**config.mk**
```make
export PLATFORM = sky130hd
export DESIGN_NAME = writeback_stage
export DESIGN_NICKNAME = d
export VERILOG_FILES = /design/src/rtl/writeback_stage.sv
export SDC_FILE = /design/constraint.sdc
export NUM_CORES = 1
export LEC_CHECK = 0
export ABC_AREA = 1
export CELL_PAD_IN_SITES_DETAIL_PLACEMENT = 0
export CELL_PAD_IN_SITES_GLOBAL_PLACEMENT = 1
export CORE_MARGIN = 2
export CORE_UTILIZATION = 29
export DETAILED_ROUTE_END_ITERATION = 6
export HOLD_SLACK_MARGIN = 0.03
export PLACE_DENSITY_LB_ADDON = 0.08
export SYNTH_ARGS = -nofsm -noshare
export SYNTH_HDL_FRONTEND = slang
export SYNTH_SLANG_ARGS = --single-unit
```
**constraint.sdc**
```tcl
create_clock -name wb_clk -period 1.2 [get_ports wb_clk]
set_clock_uncertainty 0.1 [all_clocks]
set_input_delay 0.12 -clock wb_clk [delete_from_list [all_inputs] [get_ports wb_clk]]
set_output_delay 0.12 -clock wb_clk [all_outputs]
set_load 0.1 [all_outputs]
```
**src/rtl/writeback_stage.sv**
```systemverilog
// MIPS WB stage: MEM/WB register, load extraction/extension and register-file write port.
// Optional retired-instruction counter is built when WB_RETIRE_CNT_EN is defined.
module writeback_stage #(
  parameter int DWIDTH    = 32,
  parameter int AWIDTH    = 5,
  parameter int CNT_WIDTH = 32
) (
  input  logic                 wb_clk,
  input  logic                 wb_rst,
  input  logic                 wb_i_ce,
  input  logic                 wb_i_stall,
  input  logic                 wb_i_flush,
  input  logic                 wb_i_reg_wr,
  input  logic                 wb_i_mem_to_reg,
  input  logic [2:0]           wb_i_load_type,
  input  logic [AWIDTH-1:0]    wb_i_addr_rd,
  input  logic [DWIDTH-1:0]    wb_i_alu_value,
  input  logic [DWIDTH-1:0]    wb_i_load_data,
`ifdef WB_RETIRE_CNT_EN
  output logic [CNT_WIDTH-1:0] wb_o_retired,
`endif
  output logic                 wb_o_ce,
  output logic                 wb_o_reg_wr,
  output logic [AWIDTH-1:0]    wb_o_addr_rd,
  output logic [DWIDTH-1:0]    wb_o_data_rd,
  output logic                 wb_o_misalign
);

  localparam logic [2:0] LT_LW  = 3'b000;
  localparam logic [2:0] LT_LH  = 3'b001;
  localparam logic [2:0] LT_LHU = 3'b010;
  localparam logic [2:0] LT_LB  = 3'b011;
  localparam logic [2:0] LT_LBU = 3'b100;

  logic              ce_q;
  logic              reg_wr_q;
  logic              m2r_q;
  logic [2:0]        lt_q;
  logic [AWIDTH-1:0] addr_q;
  logic [DWIDTH-1:0] alu_q;
  logic [DWIDTH-1:0] ld_q;

  // Undefined load types behave as LW, so they need full word alignment.
  function automatic logic is_misaligned(input logic m2r, input logic [2:0] lt,
                                         input logic [1:0] off);
    logic bad;
    case (lt)
      LT_LH, LT_LHU: bad = off[0];
      LT_LB, LT_LBU: bad = 1'b0;
      default:       bad = (off != 2'b00);
    endcase
    return m2r & bad;
  endfunction

  always_ff @(posedge wb_clk) begin
    if (wb_rst || wb_i_flush) begin
      ce_q     <= 1'b0;
      reg_wr_q <= 1'b0;
      m2r_q    <= 1'b0;
      lt_q     <= 3'b000;
      addr_q   <= '0;
      alu_q    <= '0;
      ld_q     <= '0;
    end else if (!wb_i_stall) begin
      ce_q     <= wb_i_ce;
      reg_wr_q <= wb_i_reg_wr;
      m2r_q    <= wb_i_mem_to_reg;
      lt_q     <= wb_i_load_type;
      addr_q   <= wb_i_addr_rd;
      alu_q    <= wb_i_alu_value;
      ld_q     <= wb_i_load_data;
    end
  end

  logic [1:0]        off;
  logic [7:0]        byte_sel;
  logic [15:0]       half_sel;
  logic [DWIDTH-1:0] extracted;

  assign off = alu_q[1:0];

  always_comb begin
    byte_sel  = ld_q[{off, 3'b000} +: 8];
    half_sel  = off[1] ? ld_q[31:16] : ld_q[15:0];
    extracted = ld_q;
    case (lt_q)
      LT_LH:   extracted = {{(DWIDTH-16){half_sel[15]}}, half_sel};
      LT_LHU:  extracted = {{(DWIDTH-16){1'b0}}, half_sel};
      LT_LB:   extracted = {{(DWIDTH-8){byte_sel[7]}}, byte_sel};
      LT_LBU:  extracted = {{(DWIDTH-8){1'b0}}, byte_sel};
      default: extracted = ld_q;
    endcase
  end

  assign wb_o_ce       = ce_q;
  assign wb_o_addr_rd  = addr_q;
  assign wb_o_data_rd  = m2r_q ? extracted : alu_q;
  assign wb_o_misalign = ce_q & is_misaligned(m2r_q, lt_q, off);
  assign wb_o_reg_wr   = ce_q & reg_wr_q & (addr_q != '0) & ~wb_o_misalign;

`ifdef WB_RETIRE_CNT_EN
  logic [CNT_WIDTH-1:0] retired_q;

  // Count at capture time, so stalled repeats and discarded holds never count.
  always_ff @(posedge wb_clk) begin
    if (wb_rst) begin
      retired_q <= '0;
    end else if (!wb_i_flush && !wb_i_stall && wb_i_ce &&
                 !is_misaligned(wb_i_mem_to_reg, wb_i_load_type, wb_i_alu_value[1:0])) begin
      retired_q <= retired_q + {{(CNT_WIDTH-1){1'b0}}, 1'b1};
    end
  end

  assign wb_o_retired = retired_q;
`endif

endmodule
```
Nets reached from selected ports:
(2 px per um)
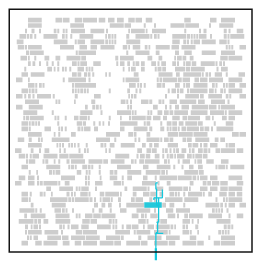
- cyan: wb_o_ce (bits 1; direction output; edge south; end cells 1; buffers 2; wire 54.3 um)
# IOs: 119
port buffer count: 118

Cells by drive strength:
(4 px per um)
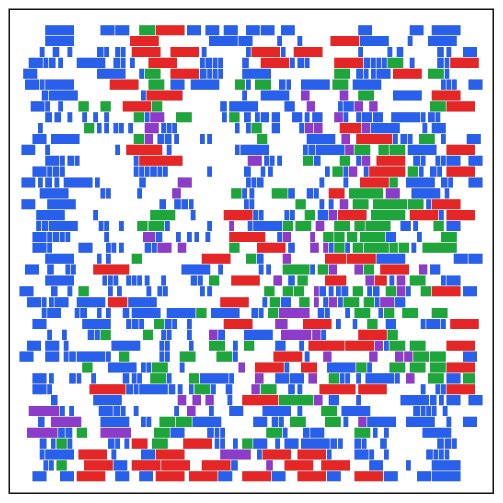
- purple: drive 2 (cells 70; share 8.5%)
- blue: drive 1 or less (cells 552; share 67%)
- green: drive 3 to 4 (cells 126; share 15%)
- red: drive 6 and up (cells 80; share 9.7%)
final setup margin: -855.9 ps
Signal buffers: 203
Area Growth Syn to Fin: 87.63%
Design Area, Final: 0.007405 mm^2

==> results.toml <==
# implementation run metrics
[routing]
drt_iter0_markers = 196
drc = 0
dr.pass1.iters = 5
vias = 4617
wirelength_mm = 15.09
antenna_left = 0
via_per_inst = 4.599
routedWlPerCell_um = 15.03

[yosys]
fa_ha_area_share_pct = 0
fp_nets = 730
yosys.cell_types.count = 24
synth_flops = 75
synth_cells = 651
ys_sh_mux_pct = 0
aoi_share_pct = 13.57
yosys_cells = 651
ys_seq_share_pct = 38.05
xor_share_pct = 0
simple_gate_share_pct = 41.41
ys_chip_area_mm2 = 0.003946
synth_area_per_cell_um2 = 6.062
yosysWarnings = 0
synth_area_mm2 = 0.003946
netlist_logic_family_top = "simple AND/OR/NAND/NOR gates"

[timing]
rsz0062_at_grt = "yes"
finalMaxSlewViolations = 0
max_freq_mhz = 486.4
setup_viol = 34
tightest_slew_ps = 354.6
post-route-period-util_pct = 171.3
slew_headroom_pct = 76.36
period_minus_slack_ps = 2056
layout_setup_ws_ps = -855.9
finalHoldViolCount = 0

[placed_design]
place_congestion = 0.8501
dp_hpwl_mm = 10.99
placed_area_mm2 = 0.006746

[setup_path]
max_stage_delay_ps = 380
required_ps = 980
end_kind = "primary output"
arrival_ps = 1840
ff2ff_path_depth = 3
slowest_stage = "dfxtp_4"
path_class = "reg -> out"
rr_startpoint = "m2r_q"
r2r_end = "m2r_q"
path_max_fanout = 7
crit_top_cell = "buf_12"
cp-start-kind = "register"
rrSetupSlack_ps = 60
path_cells = "inv_6 > nand3_4 > nand2_4 > nor2_4 > buf_12 > buf_12 > nand2_1 > nand3_2 > nand2_4 > nand2_8 > buf_12"

[final_layout]
drive_gt1_share_pct = 33.33
post-route-util_pct = 55.91
antennaDiodeCount = 0
layout.nets = 902

[clock_network]
h-tree-depth = 3
ctsRootBufferMaster = "clkbuf_16"
clkSinkCount = 75
clk_pin_slew_ps = 60
insertion_delay_ps = 340
clk_path_buf_depth = 2
cts_buffers = 9
cts_tree = "done"

[grt]
antenna_found_initial = 0
grt_use_total_pct = 21.27
gr-total-overflow = 0
grt_pass1_vias = 4593
grt_max_degree = 49
grt_first_pass_wirelength_mm = 24.01

[power]
leakage_uw = 0.003120
p_int_uw = 5203
ir_drop_mv = 0.4900
swShare_pct = 31.30
power.share.clock_pct = 35.7
p_switching_uw = 2370
pwr-share-seq_pct = 35.0
power.density_mw_per_mm2 = 1023
power_frac_comb_pct = 29.3

[job]
tool_warnings = 29
cap_violations = 0

[floorplanning]
core_area_mm2 = 0.01324
die_w_um = 120.7
num_rows = 42
die-area_mm2 = 0.01456
fp_util_pct = 29.80
die_height_um = 120.7

[status]
outcome = "complete, but fails checks"
violations = "negative setup slack"

[worst_hold_path]
timing.hold.worst_path_depth = 4
min_from = "wb_i_stall"
hold_class = "in -> reg"
hold_path_end = "wb_o_ce"
[cell usage after synthesis]
master	instances	area share, %
o21ai_1	1	0.13
o21ai_0	14	1.8
a21oi_1	68	8.6
or2_2	4	0.63
a211oi_1	9	1.7
nand2_1	307	29
or2_0	3	0.48
dfxtp_1	75	38
buf_1	10	0.95
clkbuf_1	13	1.2
inv_1	13	1.2
nand2_4	1	0.29
a21boi_1	1	0.19
buf_6	5	1.4
nand2_2	3	0.48
buf_2	13	1.6
inv_2	2	0.19
buf_4	1	0.19
nand3_1	16	2.0
nor2_4	1	0.29
o211ai_1	6	1.1
clkinv_1	1	0.095
nor3_1	1	0.13
nor2_1	83	7.9
[flip-flops by register name, indices dropped and copies added, names as in the netlist]
register and cells:
wb_o_addr_rd 5, wb_o_ce 1, alu_q 32, m2r_q 1, ld_q 32, reg_wr_q 1
lt_q 3
[kinds of logic after synthesis]
kind of cell,after synthesis
AOI/OAI and AO/OA,99
DFF,75
and+or+nand+nor,419
buffers and inverters,58
[power by group through the flow]
stage	Sequential (uW)	Combinational, uW	Clock (uW)
2_1_floorplan	2720	1120	0
3_3_place_gp	2700	2060	0
3_5_place_dp	2700	2070	0
4_1_cts	2650	2220	2780
5_1_grt	2660	2350	2870
6_report	2650	2220	2710
[repair_timing]
item / 4_1_cts / 5_1_grt
gates cloned: 2 / 2
pin swaps: 16 / 20
setup buffers: 6 / 4
resized: 58 / 41
endpoints found under the hold margin: 1 / 0
setup endpoints to repair: 35 / 74
hold buffers: 1 / 0
[cell type report]
class                   instances  area [um^2]
clock buffers                  14        254.0
repair buffers                203         2444
inverters                      16        70.07
clock inverters                 2        35.03
well taps                     176        220.2
fillers                      1300         5838
multi-input cells             518         2853
flip-flops and latches         75         1529
[worst max-delay path by stage]
stage	from	to
final	lt_q[2]	wb_o_data_rd[4]
after global routing	lt_q[2]	wb_o_data_rd[15]
after CTS	lt_q[2]	wb_o_data_rd[13]
after detailed placement	lt_q[2]	wb_o_data_rd[3]
after global placement	lt_q[2]	wb_o_data_rd[19]
after floorplan	lt_q[2]	wb_o_reg_wr
[routing by layer]
| metal | routed length, um | share of wire [%] | track usage, % |
|---|---|---|---|
| met5 | 0 | 0 | 0 |
| met4 | 136 | 0.90 | 5.305 |
| met3 | 706 | 4.7 | 4.434 |
| met2 | 7352 | 49 | 35.81 |
| met1 | 6895 | 46 | 27.73 |
[critical path: cells and delay by family (launching register included)]
kind                   cells  cell delay, ps
flip-flops                 1             380
AND/OR/NAND/NOR            7             610
buffers and inverters      4             480
[metrics by stage]
stage	worst slack [ps]	instances	setup TNS (ps)	power, uW	hold slack (ps)
detailed placement	-482.0	979	-38700	4773	352.8
global placement	-454.5	979	-35530	4757	347.5
finish	-855.9	1004	-27860	7573	171.1
floorplan	-702.5	651	-15950	3842	154.2
global route	-937.0	1004	-30460	7872	192.0
CTS	-861.1	1004	-28280	7640	164.4
[placed cells by master, fill, tap and decap left out, drive strengths merged, types with 2 or more instances in the layout]
master         instances
nand2                311
o21ai                 15
a21oi                 68
dfxtp                 75
clkbuf                15
buf                  124
clkdlybuf4s50         77
o211ai                 6
or2                    7
nand3                 16
a211oi                 9
clkinv                 2
inv                   15
nor2                  84
No activity file was given, so power comes from the tool's default toggle rates.
